## config.mk

```make
export PLATFORM = sky130hd
export DESIGN_NAME = enc_spi_responder
export DESIGN_NICKNAME = d
export VERILOG_FILES = /design/src/rtl/enc_spi_responder.sv
export SDC_FILE = /design/constraint.sdc
export NUM_CORES = 2
export LEC_CHECK = 0
export CAP_MARGIN = 20
export CORE_AREA = 3 3 412 576
export DETAILED_ROUTE_END_ITERATION = 16
export DIE_AREA = 0 0 415 579
export DONT_BUFFER_PORTS = 1
export GPL_TIMING_DRIVEN = 0
export PLACE_DENSITY = 0.4
export SLEW_MARGIN = 25
export SYNTH_ARGS = -nofsm -noshare
export SYNTH_HDL_FRONTEND = slang
export SYNTH_SLANG_ARGS = --single-unit
```

## constraint.sdc

```tcl
create_clock -name clk -period 4.3 [get_ports clk]
set_input_delay 0.86 -clock clk [delete_from_list [all_inputs] [get_ports clk]]
set_output_delay 0.86 -clock clk [all_outputs]
set_load 0.02 [all_outputs]
```

## src/rtl/enc_spi_responder.sv

```systemverilog
// SPI slave model of the ENC28J60 control-register interface with a banked 4x32-byte register file.
// Optional macro ENC_RESP_MAC_DUMMY_EN: RCR of a MAC/MII register returns a dummy 0x00 byte first.
module enc_spi_responder #(
    parameter int unsigned SYNC_STAGES = 2,
    parameter int unsigned CNT_W       = 16
) (
    input  logic             clk,
    input  logic             rst_n,
    input  logic             SCLK,
    input  logic             MOSI,
    input  logic             SS,
    output logic             MISO,
    output logic             wr_valid,
    output logic [1:0]       wr_bank,
    output logic [4:0]       wr_addr,
    output logic [7:0]       wr_data,
    output logic             soft_rst,
    output logic [CNT_W-1:0] frame_cnt
);

`ifdef ENC_RESP_MAC_DUMMY_EN
    localparam bit DUMMY_EN = 1'b1;
`else
    localparam bit DUMMY_EN = 1'b0;
`endif

    localparam int unsigned RF_DEPTH  = 128;
    localparam logic [6:0]  ECON1_IDX = 7'h1F;
    localparam logic [2:0]  OP_RCR    = 3'b000;
    localparam logic [2:0]  OP_WCR    = 3'b010;
    localparam logic [2:0]  OP_BFS    = 3'b100;
    localparam logic [2:0]  OP_BFC    = 3'b101;
    localparam logic [2:0]  OP_SRC    = 3'b111;

    typedef enum logic [2:0] {S_IDLE, S_CMD, S_DUMMY, S_DATA, S_HOLD} state_e;

    // Addresses 0x1B-0x1F share one physical copy, kept in bank 0.
    function automatic logic [6:0] rf_idx(input logic [1:0] b, input logic [4:0] a);
        return (a >= 5'h1B) ? {2'b00, a} : {b, a};
    endfunction

    function automatic logic is_mac(input logic [1:0] b, input logic [4:0] a);
        return ((b == 2'd2) && (a <= 5'h1A)) ||
               ((b == 2'd3) && ((a <= 5'h05) || (a == 5'h0A)));
    endfunction

    logic [SYNC_STAGES-1:0] sclk_sync_q, mosi_sync_q, ss_sync_q;
    logic                   sclk_prev_q, ss_prev_q;
    logic                   sclk_s, mosi_s, ss_s;
    logic                   sclk_rise, sclk_fall, ss_rise, ss_fall;

    state_e             state_q, state_d;
    logic [2:0]         bit_cnt_q, bit_cnt_d;
    logic [6:0]         shift_q, shift_d;
    logic [2:0]         op_q, op_d;
    logic [4:0]         addr_q, addr_d;
    logic [1:0]         bank_q, bank_d;
    logic               src_q, src_d;
    logic [15:0]        tx_q, tx_d;
    logic               miso_q, miso_d;
    logic               wr_valid_q, wr_valid_d;
    logic [1:0]         wr_bank_q, wr_bank_d;
    logic [4:0]         wr_addr_q, wr_addr_d;
    logic [7:0]         wr_data_q, wr_data_d;
    logic               soft_rst_q, soft_rst_d;
    logic [CNT_W-1:0]   frame_cnt_q, frame_cnt_d;

    logic [7:0]         rf_q [RF_DEPTH];
    logic               rf_we, rf_clr;
    logic [6:0]         rf_widx;
    logic [7:0]         rf_wdata;

    logic [7:0]         rx_byte_c, rd_val_c, cur_val_c, commit_val_c;
    logic [2:0]         cmd_op_c;
    logic [4:0]         cmd_addr_c;
    logic               cmd_mac_c, tgt_mac_c, last_bit_c;

    // Pin synchronizers; SS resets low so a frame needs a fresh high-to-low after reset.
    always_ff @(posedge clk or negedge rst_n) begin
        if (!rst_n) begin
            sclk_sync_q <= '0;
            mosi_sync_q <= '0;
            ss_sync_q   <= '0;
            sclk_prev_q <= 1'b0;
            ss_prev_q   <= 1'b0;
        end else begin
            sclk_sync_q <= {sclk_sync_q[SYNC_STAGES-2:0], SCLK};
            mosi_sync_q <= {mosi_sync_q[SYNC_STAGES-2:0], MOSI};
            ss_sync_q   <= {ss_sync_q[SYNC_STAGES-2:0], SS};
            sclk_prev_q <= sclk_s;
            ss_prev_q   <= ss_s;
        end
    end

    assign sclk_s    = sclk_sync_q[SYNC_STAGES-1];
    assign mosi_s    = mosi_sync_q[SYNC_STAGES-1];
    assign ss_s      = ss_sync_q[SYNC_STAGES-1];
    assign sclk_rise = sclk_s & ~sclk_prev_q;
    assign sclk_fall = ~sclk_s & sclk_prev_q;
    assign ss_rise   = ss_s & ~ss_prev_q;
    assign ss_fall   = ~ss_s & ss_prev_q;

    assign rx_byte_c  = {shift_q, mosi_s};
    assign cmd_op_c   = rx_byte_c[7:5];
    assign cmd_addr_c = rx_byte_c[4:0];
    assign cmd_mac_c  = is_mac(bank_q, cmd_addr_c);
    assign tgt_mac_c  = is_mac(bank_q, addr_q);
    assign rd_val_c   = rf_q[rf_idx(bank_q, cmd_addr_c)];
    assign cur_val_c  = rf_q[rf_idx(bank_q, addr_q)];
    assign last_bit_c = sclk_rise && (bit_cnt_q == 3'd7);

    always_comb begin
        case (op_q)
            OP_BFS:  commit_val_c = cur_val_c | rx_byte_c;
            OP_BFC:  commit_val_c = cur_val_c & ~rx_byte_c;
            default: commit_val_c = rx_byte_c;
        endcase
    end

    always_ff @(posedge clk or negedge rst_n) begin
        if (!rst_n) state_q <= S_IDLE;
        else        state_q <= state_d;
    end

    always_comb begin
        state_d = state_q;
        case (state_q)
            S_IDLE:  if (ss_fall) state_d = S_CMD;
            S_CMD: begin
                if (ss_rise) begin
                    state_d = S_IDLE;
                end else if (last_bit_c) begin
                    case (cmd_op_c)
                        OP_RCR:                 state_d = (DUMMY_EN && cmd_mac_c) ? S_DUMMY : S_DATA;
                        OP_WCR, OP_BFS, OP_BFC: state_d = S_DATA;
                        default:                state_d = S_HOLD;
                    endcase
                end
            end
            S_DUMMY: if (ss_rise) state_d = S_IDLE; else if (last_bit_c) state_d = S_DATA;
            S_DATA:  if (ss_rise) state_d = S_IDLE; else if (last_bit_c) state_d = S_HOLD;
            S_HOLD:  if (ss_rise) state_d = S_IDLE;
            default: state_d = S_IDLE;
        endcase
    end

    always_comb begin
        bit_cnt_d   = bit_cnt_q;
        shift_d     = shift_q;
        op_d        = op_q;
        addr_d      = addr_q;
        bank_d      = bank_q;
        src_d       = src_q;
        tx_d        = tx_q;
        miso_d      = miso_q;
        wr_valid_d  = 1'b0;
        wr_bank_d   = wr_bank_q;
        wr_addr_d   = wr_addr_q;
        wr_data_d   = wr_data_q;
        soft_rst_d  = 1'b0;
        frame_cnt_d = frame_cnt_q;
        rf_we       = 1'b0;
        rf_clr      = 1'b0;
        rf_widx     = rf_idx(bank_q, addr_q);
        rf_wdata    = commit_val_c;
        if (state_q != S_IDLE && ss_rise) begin
            miso_d    = 1'b0;
            bit_cnt_d = '0;
            if (state_q == S_HOLD) begin
                frame_cnt_d = frame_cnt_q + CNT_W'(1);
                if (src_q) begin
                    soft_rst_d = 1'b1;
                    rf_clr     = 1'b1;
                end
            end
        end else begin
            if (sclk_rise) begin
                shift_d   = rx_byte_c[6:0];
                bit_cnt_d = bit_cnt_q + 3'd1;
            end
            case (state_q)
                S_IDLE: begin
                    miso_d = 1'b0;
                    if (ss_fall) begin
                        bit_cnt_d = '0;
                        bank_d    = rf_q[ECON1_IDX][1:0];
                        src_d     = 1'b0;
                    end
                end
                S_CMD: begin
                    if (sclk_fall) miso_d = 1'b0;
                    if (last_bit_c) begin
                        op_d   = cmd_op_c;
                        addr_d = cmd_addr_c;
                        src_d  = (cmd_op_c == OP_SRC);
                        tx_d   = (DUMMY_EN && cmd_mac_c) ? {8'h00, rd_val_c} : {rd_val_c, 8'h00};
                    end
                end
                S_DUMMY, S_DATA: begin
                    // Read data leaves MSB-first on falling edges; writes keep MISO low.
                    if (sclk_fall) begin
                        if (state_q == S_DUMMY || op_q == OP_RCR) begin
                            miso_d = tx_q[15];
                            tx_d   = {tx_q[14:0], 1'b0};
                        end else begin
                            miso_d = 1'b0;
                        end
                    end
                    if (state_q == S_DATA && last_bit_c && op_q != OP_RCR &&
                        (op_q == OP_WCR || !tgt_mac_c)) begin
                        rf_we      = 1'b1;
                        wr_valid_d = 1'b1;
                        wr_bank_d  = bank_q;
                        wr_addr_d  = addr_q;
                        wr_data_d  = commit_val_c;
                    end
                end
                default: miso_d = 1'b0;
            endcase
        end
    end

    always_ff @(posedge clk or negedge rst_n) begin
        if (!rst_n) begin
            bit_cnt_q   <= '0;
            shift_q     <= '0;
            op_q        <= '0;
            addr_q      <= '0;
            bank_q      <= '0;
            src_q       <= 1'b0;
            tx_q        <= '0;
            miso_q      <= 1'b0;
            wr_valid_q  <= 1'b0;
            wr_bank_q   <= '0;
            wr_addr_q   <= '0;
            wr_data_q   <= '0;
            soft_rst_q  <= 1'b0;
            frame_cnt_q <= '0;
        end else begin
            bit_cnt_q   <= bit_cnt_d;
            shift_q     <= shift_d;
            op_q        <= op_d;
            addr_q      <= addr_d;
            bank_q      <= bank_d;
            src_q       <= src_d;
            tx_q        <= tx_d;
            miso_q      <= miso_d;
            wr_valid_q  <= wr_valid_d;
            wr_bank_q   <= wr_bank_d;
            wr_addr_q   <= wr_addr_d;
            wr_data_q   <= wr_data_d;
            soft_rst_q  <= soft_rst_d;
            frame_cnt_q <= frame_cnt_d;
        end
    end

    always_ff @(posedge clk or negedge rst_n) begin
        if (!rst_n) begin
            for (int i = 0; i < RF_DEPTH; i++) rf_q[i] <= 8'h00;
        end else if (rf_clr) begin
            for (int i = 0; i < RF_DEPTH; i++) rf_q[i] <= 8'h00;
        end else if (rf_we) begin
            rf_q[rf_widx] <= rf_wdata;
        end
    end

    assign MISO      = miso_q;
    assign wr_valid  = wr_valid_q;
    assign wr_bank   = wr_bank_q;
    assign wr_addr   = wr_addr_q;
    assign wr_data   = wr_data_q;
    assign soft_rst  = soft_rst_q;
    assign frame_cnt = frame_cnt_q;

endmodule

```

Figure 1. I/O nets highlighted.
(1 px per micron)
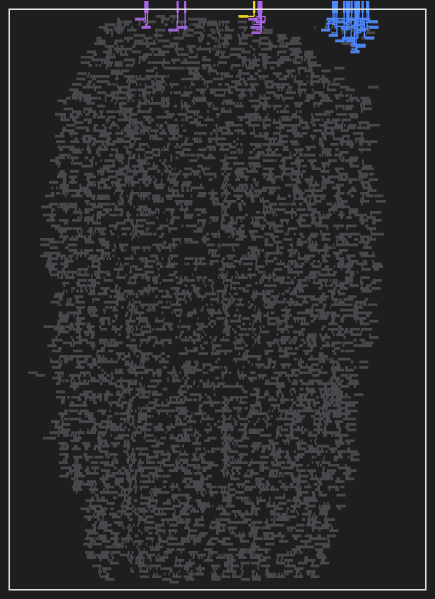
color	port	direction	end cells	buffers	wire
purple	wr_data	output	8	0	170 microns
blue	frame_cnt	output	16	0	626 microns
yellow	SS	input	1	0	19.8 microns
Ports: 39
Port Buffers: 0

Figure 2. Met2 routing.
(1 px per micron)
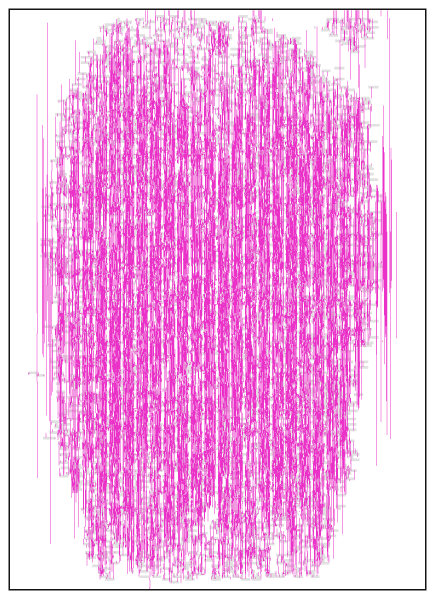
share of all routed wire	43%
main direction	vertical
nets with wire on the layer	4979
longest straight run	279 microns
M2 GR Usage: 0.528
routed vias: 58700

Figure 3. Wiring by layer.
(1 px per micron) Two of the layers only.
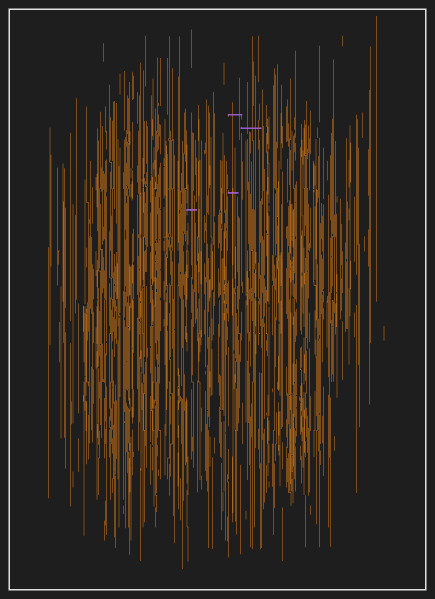
color	layer	wire length
orange	met4	56.9 mm
purple	met5	50.6 microns
Routed WL: 434000 microns
DR WL/cell: 47.6 microns
GRT Util Overall: 0.355

Figure 4. A small window of the routed layout.
Region (301, 424) to (321, 444) microns. Cells in gray, sequential cells in the stronger gray; small squares are vias.
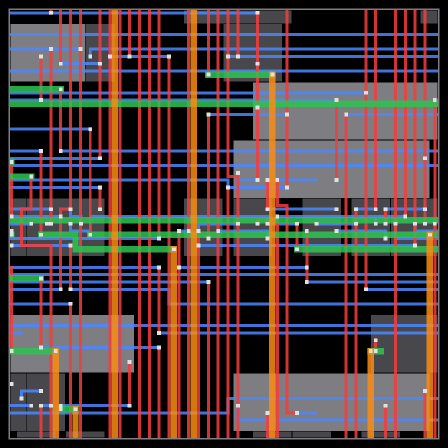
color	layer
red	met2
orange	met4
green	met3
blue	met1
netlist names of flops here include	rf_q (4)
sequential cells in the window	4
cells with their middle in the window	13
most frequent	dfrtp_1 (4), nand3_1 (3), o21ai_0 (2)

Figure 5. Clock routing.
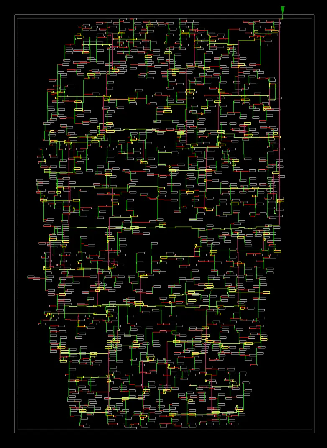
clk latency late pin: 0.89 ns
TritonCTS sink count: 1083
total CTS buffers: 121

final cells by class:
type | count | share of cell area
diodes | 40 | 0.00137
plain buffers | 509 | 0.0592
clock buffers | 170 | 0.0481
clock inverters | 59 | 0.0112
inverters | 11 | 0.000753
multi-input cells | 3978 | 0.415
flip-flops and latches | 1083 | 0.371
well taps | 3059 | 0.0524
repair buffers | 205 | 0.0410
Yosys cell counts (9+ instances only):
library cell	count	area [sq um]
a2111oi_0	12	105
a211oi_1	33	248
a21oi_1	448	2240
a21oi_2	19	166
a221o_1	33	330
a221oi_1	106	928
a22o_1	16	140
a22oi_1	67	503
a31oi_1	12	75.1
a41o_1	56	561
and2_1	114	713
and3_1	69	432
buf_1	30	113
buf_2	121	606
buf_4	15	113
buf_6	34	383
clkbuf_1	320	1200
dfrtp_1	1083	27100
inv_1	9	33.8
mux2_2	129	1450
mux2i_1	141	1410
mux4_2	313	7050
nand2_1	420	1580
nand2b_1	21	131
nand3_1	604	3020
nor2_1	252	946
nor2b_1	22	138
nor3_1	18	90.1
o2111ai_1	9	78.8
o211ai_1	10	75.1
o21ai_0	796	3980
o21ai_1	13	65.1
o221ai_1	12	105
o22a_1	9	78.8
o22ai_1	52	325
o2bb2ai_1	14	123
o31ai_1	14	105
xnor2_1	9	78.8
cell families after synthesis:
family / Yosys count / synth area share
AND-OR/OR-AND: 1797 / 0.187
AND/OR/NAND/NOR: 1577 / 0.129
flip-flops: 1083 / 0.467
multiplexers: 585 / 0.171
buffers and inverters: 532 / 0.0424
XOR/XNOR: 16 / 0.00242
adder cells (fa/ha/maj): 3 / 0.000647
metal layers:
metal  track usage  part of all wire  vias up
met2         0.528              0.43     4853
li1              -                 -    21900
met3         0.117              0.10     1867
met4         0.374              0.13        8
met5             0           0.00012        -
met1         0.386              0.34    30100
==> qor.txt <==
Setup Fix Bufs, Post-CTS - 59
CP startpoint kind - register
Pin count of the biggest net entering global routing - 159
Hold-fix buffers at CTS - 2
Final antenna-violating net count - 0
R2R depth - 12
Nets - 5917
R2r startpoint - shift_q[0]
Area occupied by registers - 27100 sq um
Total iterations of the first detailed-routing run - 9
CP Launch Point - shift_q[0]
Worst clock skew - 0.0718 ns
Hold WS - -0.0735 ns
Comb area - 30400 sq um
Buffers plus inverters on the worst setup path - 5
Least-Margin Pin Slew - 1.26 ns
Final setup viols - 383
Worst Path Arrival - 5.24 ns
Sequential power share - 0.340
Final period util - 1.05
Drt via density - 6.44
Final hold vios - 23
Gpl congestion - 1.10
Row count - 209
Area grow syn2layout - 26.1%
P_int - 19200 uW
Crit. path cell count - 12
Final setup margin - -0.226 ns
#FFs+latches synth - 1083
CTS root buffer - clkbuf_16
Setup TNS - -15.52 ns
CP peak stage delay - 0.64 ns
Final Cell Area - 73100 sq um
Yosys cell types - 81
Comb pwr - 8370 uW
Clk slew on worst S/H paths - 0.07 ns
Fmax - 0.221 GHz
Largest power group - the clock network
Tot Pwr - 30700 uW
Failing checks - hold timing, setup timing
Status - finished, violations left
Clock buffer depth - 3
CTS tree - yes
Power per Cell Area - 420 nW/um^2
Starting DRC count in detailed routing - 9002
Chip area - 240000 sq um
Synthesized area - 58000 sq um
RSZ-0062 raised after global routing - true
Number of flip-flops in the largest register - 1009
Top Layout Cells - dfrtp_1, o21ai_0, nand3_1
Worst setup path end - tx_q[9]
Post-synth EDFFs - 0
MaxCap Viol Count - 0
Fraction of layout cells with a size suffix above 1 - 0.263
Required time of the critical path - 5.01 ns
YS warnings - 0
Most flops, register - rf_q
Worst R2R Setup Slack - -0.23 ns
Crit path max fanout - 10
Final core utilization - 0.315
Core Footprint - 232000 sq um
# DRC - 0
Critical Path End Type - register
Combinational share of power - 0.272
H-tree lvl count - 3
P_seq - 10500 uW
Clk power - 11900 uW
Placed cell count - 8730
Pins Over Slew Limit - 0
DP Area - 63900 sq um
Die Y-Extent - 579 microns
Filler Cell Count - 23900
Core Util at FP - 0.250
Power figures rest on the tool's default switching activity, not on a simulated workload.
